File: src/rtl/data_bus_ctrl.sv
// data_bus_ctrl: decodes the CPU data port into NDEV device slots, merges wait requests,
// signals error completions and keeps the last error address. Macro DATA_BUS_TIMEOUT_EN enables the ACCESS timeout.
module data_bus_ctrl #(
    parameter int             DW       = 16,
    parameter int             AW       = 16,
    parameter int             DEV_BITS = 4,
    parameter int             NDEV     = 2,
    parameter int             TIMEOUT  = 15,
    parameter logic [DW-1:0]  ERR_DATA = 16'hDEAD
) (
    input  logic                 Clock,
    input  logic                 Resetn,
    input  logic                 ReadData,
    input  logic                 WriteData,
    input  logic [AW-1:0]        DataAddr,
    input  logic [DW-1:0]        BusIn,
    output logic [DW-1:0]        BusOut,
    output logic                 Waitreq,
    output logic                 BusErr,
    output logic [AW-1:0]        LastErrAddr,
    output logic [NDEV-1:0]      DevRead,
    output logic [NDEV-1:0]      DevWrite,
    output logic [AW-DEV_BITS-1:0] DevAddr,
    output logic [DW-1:0]        DevWdata,
    input  logic [NDEV*DW-1:0]   DevRdata,
    input  logic [NDEV-1:0]      DevWait
);
    typedef enum logic [0:0] {IDLE = 1'b0, ACCESS = 1'b1} state_t;

    if (NDEV < 1 || NDEV > 2**DEV_BITS || TIMEOUT < 1) begin : g_param_check
        $error("data_bus_ctrl: NDEV or TIMEOUT out of range");
    end

    state_t              state_r, state_s;
    logic [DEV_BITS-1:0] sel_r, sel_s, dev_idx_s;
    logic                is_wr_r, is_wr_s;
    logic [AW-1:0]       last_err_r;
    logic [NDEV-1:0]     dev_hit_s, sel_hit_s, dev_read_s, dev_write_s;
    logic [DW-1:0]       hit_rdata_s, sel_rdata_s, bus_out_s;
    logic                hit_wait_s, sel_wait_s, req_s, err_req_s, mapped_s;
    logic                wait_s, bus_err_s, err_cap_s, timeout_s;

    assign dev_idx_s = DataAddr[AW-1:AW-DEV_BITS];
    assign mapped_s  = (32'(dev_idx_s) < 32'(NDEV));
    assign req_s     = ReadData | WriteData;
    assign err_req_s = req_s & (~mapped_s | (ReadData & WriteData));

    // One-hot slot match for the current address and for the latched selection, with data/wait muxes
    always_comb begin
        dev_hit_s   = '0;
        sel_hit_s   = '0;
        hit_rdata_s = '0;
        sel_rdata_s = '0;
        for (int i = 0; i < NDEV; i++) begin
            dev_hit_s[i] = (dev_idx_s == DEV_BITS'(i));
            sel_hit_s[i] = (sel_r == DEV_BITS'(i));
            hit_rdata_s  = hit_rdata_s | (DevRdata[i*DW +: DW] & {DW{dev_hit_s[i]}});
            sel_rdata_s  = sel_rdata_s | (DevRdata[i*DW +: DW] & {DW{sel_hit_s[i]}});
        end
        hit_wait_s = |(DevWait & dev_hit_s);
        sel_wait_s = |(DevWait & sel_hit_s);
    end

`ifdef DATA_BUS_TIMEOUT_EN
    localparam int TW = $clog2(TIMEOUT + 1);
    logic [TW-1:0] timer_r, timer_s;

    assign timeout_s = (timer_r == TW'(TIMEOUT));

    // Wait-state counter: 1 on entry to ACCESS, then counts up and saturates at TIMEOUT
    always_comb begin
        timer_s = '0;
        if (state_s == ACCESS && state_r == IDLE) begin
            timer_s = TW'(1);
        end else if (state_s == ACCESS) begin
            timer_s = timeout_s ? timer_r : timer_r + TW'(1);
        end else begin
            timer_s = '0;
        end
    end

    // Timer register
    always_ff @(posedge Clock or negedge Resetn) begin
        if (!Resetn) begin
            timer_r <= '0;
        end else begin
            timer_r <= timer_s;
        end
    end
`else
    assign timeout_s = 1'b0;
`endif

    // Transaction FSM: next state, slot strobes and CPU-side responses
    always_comb begin
        state_s     = state_r;
        sel_s       = sel_r;
        is_wr_s     = is_wr_r;
        dev_read_s  = '0;
        dev_write_s = '0;
        wait_s      = 1'b0;
        bus_out_s   = '0;
        bus_err_s   = 1'b0;
        err_cap_s   = 1'b0;
        case (state_r)
            IDLE: begin
                if (err_req_s) begin
                    bus_out_s = ERR_DATA;
                    bus_err_s = 1'b1;
                    err_cap_s = 1'b1;
                end else if (req_s) begin
                    dev_read_s  = ReadData  ? dev_hit_s : '0;
                    dev_write_s = WriteData ? dev_hit_s : '0;
                    if (hit_wait_s) begin
                        wait_s  = 1'b1;
                        sel_s   = dev_idx_s;
                        is_wr_s = WriteData;
                        state_s = ACCESS;
                    end else begin
                        bus_out_s = hit_rdata_s;
                    end
                end else begin
                    state_s = IDLE;
                end
            end
            ACCESS: begin
                if (!req_s) begin
                    state_s = IDLE;
                end else if (!sel_wait_s) begin
                    dev_read_s  = is_wr_r ? '0 : sel_hit_s;
                    dev_write_s = is_wr_r ? sel_hit_s : '0;
                    bus_out_s   = sel_rdata_s;
                    state_s     = IDLE;
                end else if (timeout_s) begin
                    bus_out_s = ERR_DATA;
                    bus_err_s = 1'b1;
                    err_cap_s = 1'b1;
                    state_s   = IDLE;
                end else begin
                    dev_read_s  = is_wr_r ? '0 : sel_hit_s;
                    dev_write_s = is_wr_r ? sel_hit_s : '0;
                    wait_s      = 1'b1;
                end
            end
            default: begin
                state_s = IDLE;
            end
        endcase
    end

    // State, selected slot, access type and last error address
    always_ff @(posedge Clock or negedge Resetn) begin
        if (!Resetn) begin
            state_r    <= IDLE;
            sel_r      <= '0;
            is_wr_r    <= 1'b0;
            last_err_r <= '0;
        end else begin
            state_r    <= state_s;
            sel_r      <= sel_s;
            is_wr_r    <= is_wr_s;
            last_err_r <= err_cap_s ? DataAddr : last_err_r;
        end
    end

    // Response paths are combinational so zero-wait slots complete in one cycle; reset forces them quiet
    assign DevRead     = Resetn ? dev_read_s  : '0;
    assign DevWrite    = Resetn ? dev_write_s : '0;
    assign Waitreq     = Resetn ? wait_s      : 1'b0;
    assign BusErr      = Resetn ? bus_err_s   : 1'b0;
    assign BusOut      = Resetn ? bus_out_s   : '0;
    assign DevAddr     = DataAddr[AW-DEV_BITS-1:0];
    assign DevWdata    = BusIn;
    assign LastErrAddr = last_err_r;

endmodule

File: config.mk
export PLATFORM = sky130hd
export DESIGN_NAME = data_bus_ctrl
export DESIGN_NICKNAME = d
export VERILOG_FILES = /design/src/rtl/data_bus_ctrl.sv
export SDC_FILE = /design/constraint.sdc
export NUM_CORES = 1
export LEC_CHECK = 0
export CORE_MARGIN = 5
export CORE_UTILIZATION = 37
export CTS_BUF_LIST = sky130_fd_sc_hd__clkbuf_16
export DETAILED_ROUTE_END_ITERATION = 16
export PLACE_DENSITY = 0.92
export SETUP_SLACK_MARGIN = 0.15
export SLEW_MARGIN = 20
export SYNTH_ARGS = -nofsm -noshare
export SYNTH_HDL_FRONTEND = slang
export SYNTH_SLANG_ARGS = --single-unit
File: constraint.sdc
create_clock -name Clock -period 3.9 [get_ports Clock]
set_input_delay 0.585 -clock Clock [delete_from_list [all_inputs] [get_ports Clock]]
set_output_delay 0.585 -clock Clock [all_outputs]
set_load 0.01 [all_outputs]
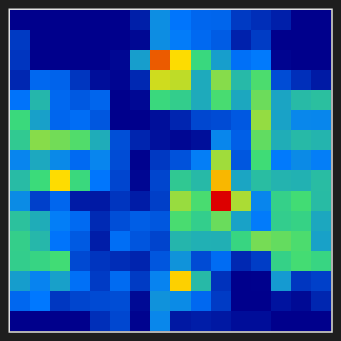
Run 1: routed metal per tile
Scale: 4 px per µm. 16 x 16 tiles, from dark blue (low) to red (high), scaled to the fullest tile. Values are wire area over tile area, all layers added.
tiles over half the peak	12%
densest ninth of the die	right middle
emptiest ninth of the die	top left
fullest tile	0.54
total wire length after detailed routing: 4991 µm
gr usage total: 0.1514
post-DR wirelength/cell: 15.31 µm
overall via count from detail_route: 1,692

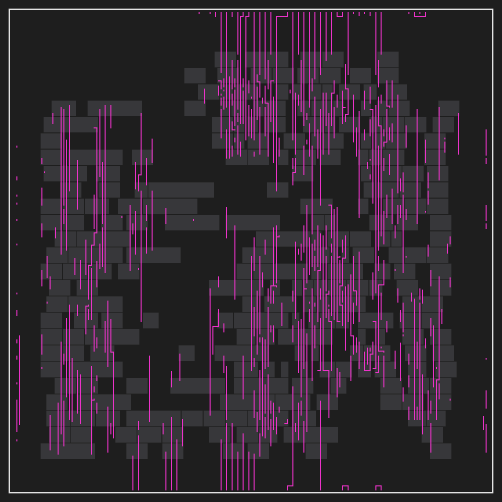
Run 1: the metal 2 layer
Scale: 6 px per µm.
wire length on this layer	2,390 µm
longest straight run	31.3 µm
met2 Track Usage GR: 0.2690

==> flow_summary.json, run 1 <==
{
  "die_h_um": 80.32,
  "postRouteAntennaNets": 0,
  "reg2regPathDepth": 4,
  "power.clock.fraction": 0.334,
  "drt_iter0_markers": 90,
  "post_cts_resized": 0,
  "htree_levels": 1,
  "ys.flops": 22,
  "detailed_place.area_mm2": 0.002695,
  "clkLatencyLatePin_ps": 250,
  "yosys.area.top_type": "sky130_fd_sc_hd__dfrtp_1",
  "setup_slack_ps": 429.0,
  "clk_pin_slew_ps": 60,
  "nFillCells": 424,
  "tool_warnings": 26,
  "multi_input_combinational_cell_area_um2": 984.7,
  "critPathMaxStageDelay_ps": 670,
  "syn_to_final_growth_pct": 53.08,
  "crit-reg2reg-capture": "state_r",
  "highest-signal-layer": "met4",
  "fin_crit_sh": 0.8900,
  "dp_worst_setup_slack_ps": 454.3,
  "synth-edff-count": 0,
  "min_path_type": "flip-flop to flip-flop",
  "grt_setup_unrepaired": "false",
  "internal-power_uw": 634.7,
  "seq_area_frac": 0.1966,
  "comb_power_uw": 286,
  "leakagePower_nw": 1.126,
  "num-clock-buffers": 3,
  "yosys.cell_types.count": 41,
  "worst_hold_slack_ps": 482.2,
  "worst_path_maximum_fanout": 11,
  "timing.max_cap.violations": 0,
  "drc_violation_count_after_routing": 0,
  "logic_gate_count": 123,
  "syn-num-nets": 259,
  "ys_top_cells_by_area": "sky130_fd_sc_hd__dfrtp_1 (30%), sky130_fd_sc_hd__mux2i_1 (13%), sky130_fd_sc_hd__buf_4 (12%), sky130_fd_sc_hd__o21ai_0 (6.0%), sky130_fd_sc_hd__mux2_2 (5.5%)",
  "p_sw_uw": 221.6,
  "finish.instance_area_mm2": 0.002800,
  "first_pass_iters": 5,
  "result_of_the_run": "complete, no violations",
  "yosys-dominant-comb-family": "multiplexers",
  "largest_class": "buffers",
  "final-instance-count-excl-fill": 326,
  "yosysWarnings": 0,
  "power.sequential.fraction": 0.332,
  "syn_std_cell_area_mm2": 0.001829,
  "synthAdderAreaFrac": 0,
  "finish.net_count": 330,
  "seq_area_um2": 550.5,
  "met1_usage": 0.1679,
  "power.ir.vdd_worst_uv": 277.3,
  "ctsRootBufferMaster": "sky130_fd_sc_hd__clkbuf_16",
  "yosys_cells": 189,
  "routed-wl-met3_um": 622,
  "final_cell_mix": "sky130_fd_sc_hd__clkdlybuf4s50_1 (103), sky130_fd_sc_hd__mux2i_1 (24), sky130_fd_sc_hd__dfrtp_1 (22), sky130_fd_sc_hd__o21ai_0 (22), sky130_fd_sc_hd__and3_1 (11)",
  "critical_path_depth": 6,
  "detail_route.vias_per_cell": 5.190,
  "hold_viol_final": 0,
  "setup_violations": 0,
  "number_of_well_taps": 67
}
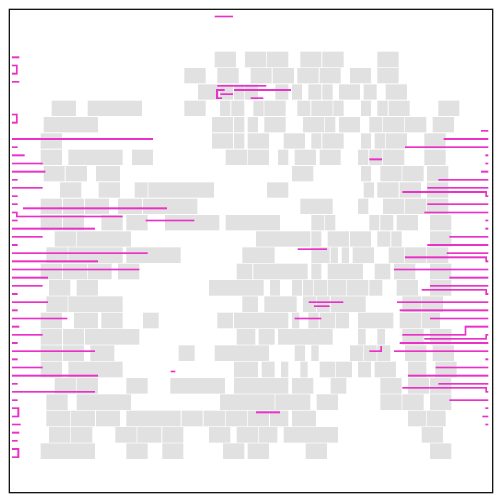
Run 1: M3 wires
Scale: 6 px per µm.
share of all routed wire	12%
longest straight run	23.7 µm
nets with wire on the layer	89
GRT met3 Usage: 0.05493

==> inputs of run 2 (changes only) <==
--- a/config.mk
+++ b/config.mk
@@ -8,6 +8,7 @@
 export CORE_MARGIN = 5
 export CORE_UTILIZATION = 37
 export CTS_BUF_LIST = sky130_fd_sc_hd__clkbuf_16
+export CTS_CLUSTER_SIZE = 25
 export DETAILED_ROUTE_END_ITERATION = 16
 export PLACE_DENSITY = 0.92
 export SETUP_SLACK_MARGIN = 0.15
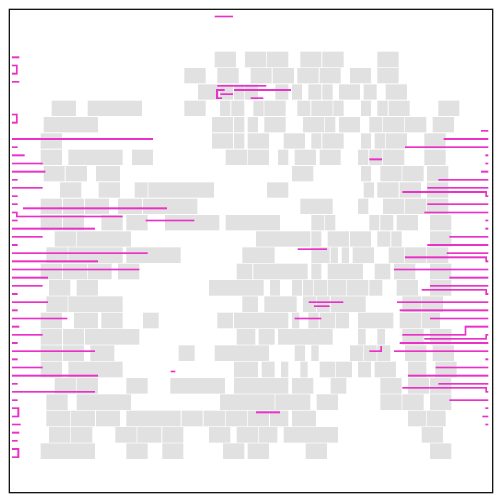
Run 2: M3 wires
Scale: 6 px per µm.
share of all routed wire	12%
wire length on this layer	622 µm

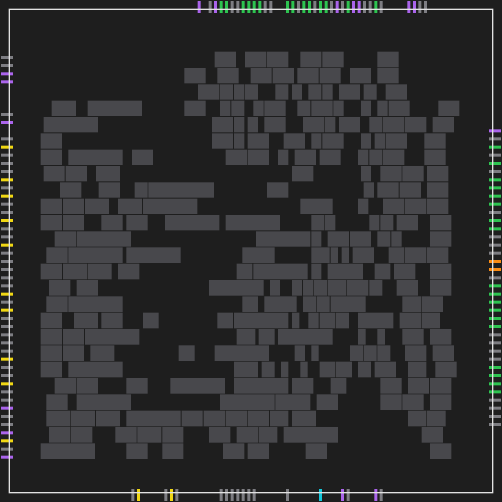
Run 2: pin map
Scale: 6 px per µm. Pins as bars across the die edge, other pins in gray.
port	color	pins	direction	edge
DevWait	orange	2	input	right
ReadData	cyan	1	input	bottom
DevAddr	yellow	12	output	10 left, 2 bottom
DevRdata	green	32	input	18 right, 14 top
BusIn	purple	16	input	7 top, 6 left, 2 bottom, 1 right

==> run 2 against run 1 <==
Compared with the run above:
- die size stayed put
- cell area stayed put
- maximum frequency stayed put
- clock power hardly changed
- wire length stayed put
- first-iteration DRC count stayed put
- register-to-register slack hardly changed
- sequential power hardly changed
- final cell count stayed put
- flip-flop count stayed put
- worst hold slack stayed put
- critical endpoint unchanged
- highest routed layer unchanged
==> flow_summary.json, run 2 <==
{
  "drc_violation_count_after_routing": 0,
  "dr_total_vias": 1692,
  "fin_crit_sh": 0.8900,
  "power.sequential.fraction": 0.332,
  "yosys.area.top_type": "sky130_fd_sc_hd__dfrtp_1",
  "postRouteAntennaNets": 0,
  "wl_per_cell_um": 15.31,
  "final-instance-count-excl-fill": 326,
  "setup_violations": 0,
  "synth-edff-count": 0,
  "setup_slack_ps": 429.0,
  "hold_viol_final": 0,
  "crit-reg2reg-capture": "state_r",
  "power.clock.fraction": 0.334,
  "global_route.usage.total": 0.1514,
  "yosys_cells": 189,
  "worst_hold_slack_ps": 482.2,
  "syn-num-nets": 259,
  "logic_gate_count": 123,
  "syn_to_final_growth_pct": 53.08,
  "tool_warnings": 26,
  "seq_area_frac": 0.1966,
  "cp.buffers_inverters": 2,
  "critical_path_depth": 6,
  "nFillCells": 424,
  "routed-wl-met3_um": 622,
  "highest-signal-layer": "met4",
  "antenna_found_initial": 0,
  "critPathMaxStageDelay_ps": 670,
  "final_cell_mix": "sky130_fd_sc_hd__clkdlybuf4s50_1 (103), sky130_fd_sc_hd__mux2i_1 (24), sky130_fd_sc_hd__dfrtp_1 (22), sky130_fd_sc_hd__o21ai_0 (22), sky130_fd_sc_hd__and3_1 (11)",
  "reg2reg_from": "sel_r[0]",
  "seq_area_um2": 550.5,
  "met1_usage": 0.1679,
  "drt_iter0_markers": 90,
  "die_h_um": 80.32,
  "clk_pin_slew_ps": 60,
  "yosysWarnings": 0,
  "wirelength_um": 4991,
  "critPathTopFamily": "buffers and inverters",
  "result_of_the_run": "complete, no violations",
  "dp_worst_setup_slack_ps": 454.3,
  "synthAdderAreaFrac": 0,
  "layout.buffer.nonclock.area_share": 0.3816,
  "clkLatencyLatePin_ps": 250,
  "detail_route.vias_per_cell": 5.190,
  "groute.layer.met3.usage": 0.05493,
  "finish.instance_area_mm2": 0.002800,
  "ctsRootBufferMaster": "sky130_fd_sc_hd__clkbuf_16",
  "mostFrequentLayoutCell": "sky130_fd_sc_hd__clkdlybuf4s50_1",
  "syn_std_cell_area_mm2": 0.001829,
  "yosys-dominant-comb-family": "multiplexers",
  "grt_setup_unrepaired": "false",
  "internal-power_uw": 634.7,
  "number_of_well_taps": 67,
  "detailed_place.area_mm2": 0.002695,
  "post_cts_resized": 0,
  "p_sw_uw": 221.6,
  "num-clock-buffers": 3,
  "min_path_type": "flip-flop to flip-flop",
  "largest_class": "buffers",
  "worst_path_maximum_fanout": 11,
  "first_pass_iters": 5,
  "first_global_vias": 1794,
  "ys_top_cells_by_area": "sky130_fd_sc_hd__dfrtp_1 (30%), sky130_fd_sc_hd__mux2i_1 (13%), sky130_fd_sc_hd__buf_4 (12%), sky130_fd_sc_hd__o21ai_0 (6.0%), sky130_fd_sc_hd__mux2_2 (5.5%)",
  "leakagePower_nw": 1.126,
  "reg2regPathDepth": 4,
  "multi_input_combinational_cell_area_um2": 984.7,
  "timing.max_cap.violations": 0,
  "finish.net_count": 330,
  "yosys.cell_types.count": 41,
  "ys.flops": 22
}
No activity file was given, so power comes from the tool's default toggle rates.
